==> config.mk <==
export PLATFORM = sky130hd
export DESIGN_NAME = uart_img_link_flat
export DESIGN_NICKNAME = d
export VERILOG_FILES = /design/src/rtl/uart_pkg.sv /design/src/rtl/uart_img_link_if.sv /design/src/rtl/uart_tx_ser.sv /design/src/rtl/uart_img_link.sv /design/src/flat_wrapper.sv
export SDC_FILE = /design/constraint.sdc
export NUM_CORES = 1
export LEC_CHECK = 0
export CORE_AREA = 4 4 84 86
export CTS_CLUSTER_SIZE = 25
export DETAILED_ROUTE_END_ITERATION = 6
export DIE_AREA = 0 0 88 90
export GPL_TIMING_DRIVEN = 0
export PLACE_DENSITY = 0.77
export REMOVE_ABC_BUFFERS = 1
export SYNTH_ARGS = -nofsm -noshare
export SYNTH_HDL_FRONTEND = slang
export SYNTH_SLANG_ARGS = --single-unit
==> constraint.sdc <==
create_clock -name clk -period 1.9 [get_ports clk]
set_input_delay 0.57 -clock clk [delete_from_list [all_inputs] [get_ports clk]]
set_output_delay 0.57 -clock clk [all_outputs]
set_load 0.03 [all_outputs]
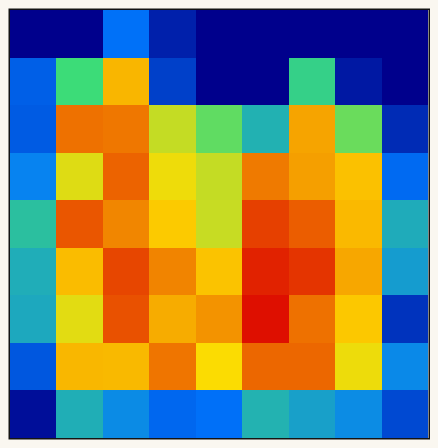
Run 1: placement density heat map
The die is cut into 9 by 9 equal tiles; dark blue is low, red is high, 0 to 100% covered.
densest ninth of the die = middle
tiles over 75% full = 40%
fullest tile = 98%
nearly empty tiles = 12%
mean over tiles = 51%
FP Core Util: 51.2%
final core utilization: 66.4%
CORE AREA: 0.00628 mm²

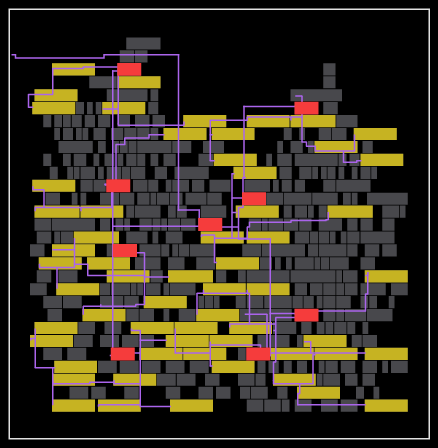
Run 1: clock distribution
purple -> clock wires  # length 833 µm
red -> clock-net drivers  # count 9
yellow -> flip-flops  # count 59
flops lie = widely spread
routed clock nets = 10
clock distribution power: 1.35 mW
clock latency on the worst-skew pair: 0.35 ns
Fin Clk Skew: 0.0121 ns
Clock Power Share: 50.4%

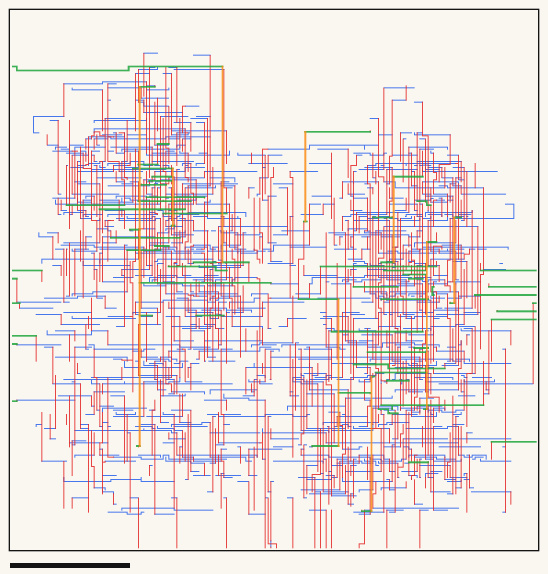
Run 1: metal layers overlaid
The bar under the picture is 20 µm long.
red -> M2  # wire length 3920 µm
green -> M3  # wire length 419 µm
blue -> M1  # wire length 3200 µm
orange -> M4  # wire length 220 µm
WL final: 7750 µm
vias: 2759
Wirelength per Cell: 17.5 µm
GRT Util Overall: 19.6%

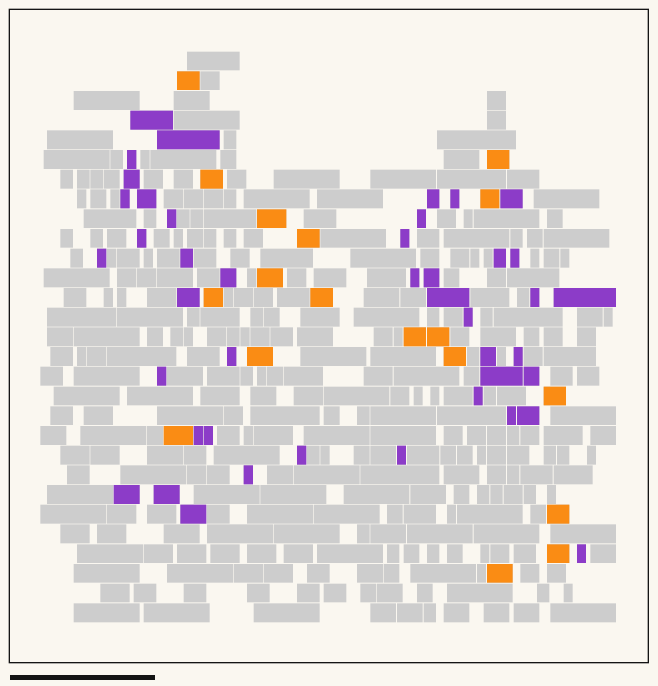
Run 1: logic cells by family
The bar under the picture is 20 µm long.
purple -> nor cells  # cells 43
orange -> non-inverting ao/oa cells  # cells 18
Post-Layout Cell Count: 443
combinational fraction of the cell area: 42.3%

==> reports/metrics.yaml, run 1 <==
status: "completed"
grt_setup_unrepaired: "yes"
grt-busiest-layer: "met2"
grt_pass1_vias: 2652
wl_met3_um: 418
grt.met2_usage_pct: 31.3
place.gp.congestion: 0.879
power_density_mw_per_mm2: 643
holdBufCountCts: 0
hold_viol: 0
p_total_mw: 2.68
ys_ff: 59
fmax_mhz: 529
most_common_cell: "dfrtp_1"
p_leak_nw: 1.85
diodes: 0
cts_buffers: 9
pwr-share-comb_pct: 2.4
finalCriticalPeriod_ns: 1.89
drtAntennaViolNets: 0
path_cells: "inv_2 > ha_2 > a21o_1 > a32o_2 > buf_12 > buf_12 > o31a_1"
num_rows: 29
cp_num_cells: 7
worst_slew_pin_slew_ns: 0.746
muxShareOfSynthArea_pct: 7.74
logic_gates: 218
post_cts_buffers: 9
slew_headroom_pct: 50.2
ys_sh_adder_pct: 5.83
dieArea_mm2: 0.00792
ir_worst_vdd_uv: 462
p_int_mw: 2.11
use_met1_pct: 25.3
first_pass_iters: 5
cp_max_fo: 6
seq_area_mm2: 0.00148
ff_count: 59
fin_ws_ns: 0.0105
cts_num_sinks: 59
final-comb-area_mm2: 0.00176
lay_top_count: "dfrtp_1"
p_seq_mw: 1.26
avgSynthCellArea_um2: 10.5
grt_overflow_total: 0
drt_iter0_markers: 161
ios: 28
ys_seq_share_pct: 46.0
tapCellCount: 77
yosysChipArea_mm2: 0.00322
top_logic_kind: "AND-OR/OR-AND gates"
==> inputs of run 2 (changes only) <==
--- a/config.mk
+++ b/config.mk
@@ -10,7 +10,7 @@
 export DETAILED_ROUTE_END_ITERATION = 6
 export DIE_AREA = 0 0 88 90
 export GPL_TIMING_DRIVEN = 0
-export PLACE_DENSITY = 0.77
+export PLACE_DENSITY = 0.82
 export REMOVE_ABC_BUFFERS = 1
 export SYNTH_ARGS = -nofsm -noshare
 export SYNTH_HDL_FRONTEND = slang
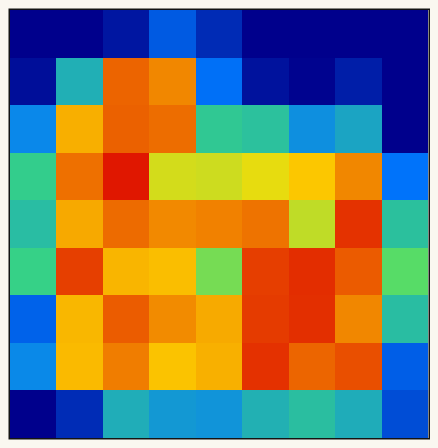
Run 2: placement density heat map
The die is cut into 9 by 9 equal tiles; dark blue is low, red is high, 0 to 100% covered.
mean over tiles = 53%
nearly empty tiles = 12%
emptiest ninth of the die = top right
tiles over 75% full = 43%
fullest tile = 97%
final core utilization: 68.0%

==> reports/metrics.yaml, run 2 <==
status: "finished with violations"
violations: "setup timing"
pwr-share-clk_pct: 54.5  # +4.1 points
ios: 28  # unchanged
avgSynthCellArea_um2: 10.5  # unchanged
p_leak_nw: 1.90  # +2.7%
grt_overflow_total: 0  # unchanged
fin_cells: 447  # +0.90%
ir_worst_vdd_uv: 689  # +49%
setup-violations-final: 2
grt_pass1_vias: 2619  # -1.2%
fin_ws_ns: -0.0262  # -0.0367 ns
ff_count: 59  # unchanged
grt.met2_usage_pct: 30.5  # -0.88 points
cp_num_cells: 7  # unchanged
first_pass_iters: 5  # unchanged
grt.total_usage_pct: 19.5  # -0.12 points
ys_ff: 59  # unchanged
worst_slew_pin_slew_ns: 0.695  # -0.0509 ns
grt_setup_unrepaired: "yes"
hold_viol: 0  # unchanged
post_cts_buffers: 16  # +7
ys_sh_adder_pct: 5.83  # unchanged
logic_gates: 218  # unchanged
finalCriticalPeriod_ns: 1.93  # +0.0367 ns
No activity file was given, so power comes from the tool's default toggle rates.
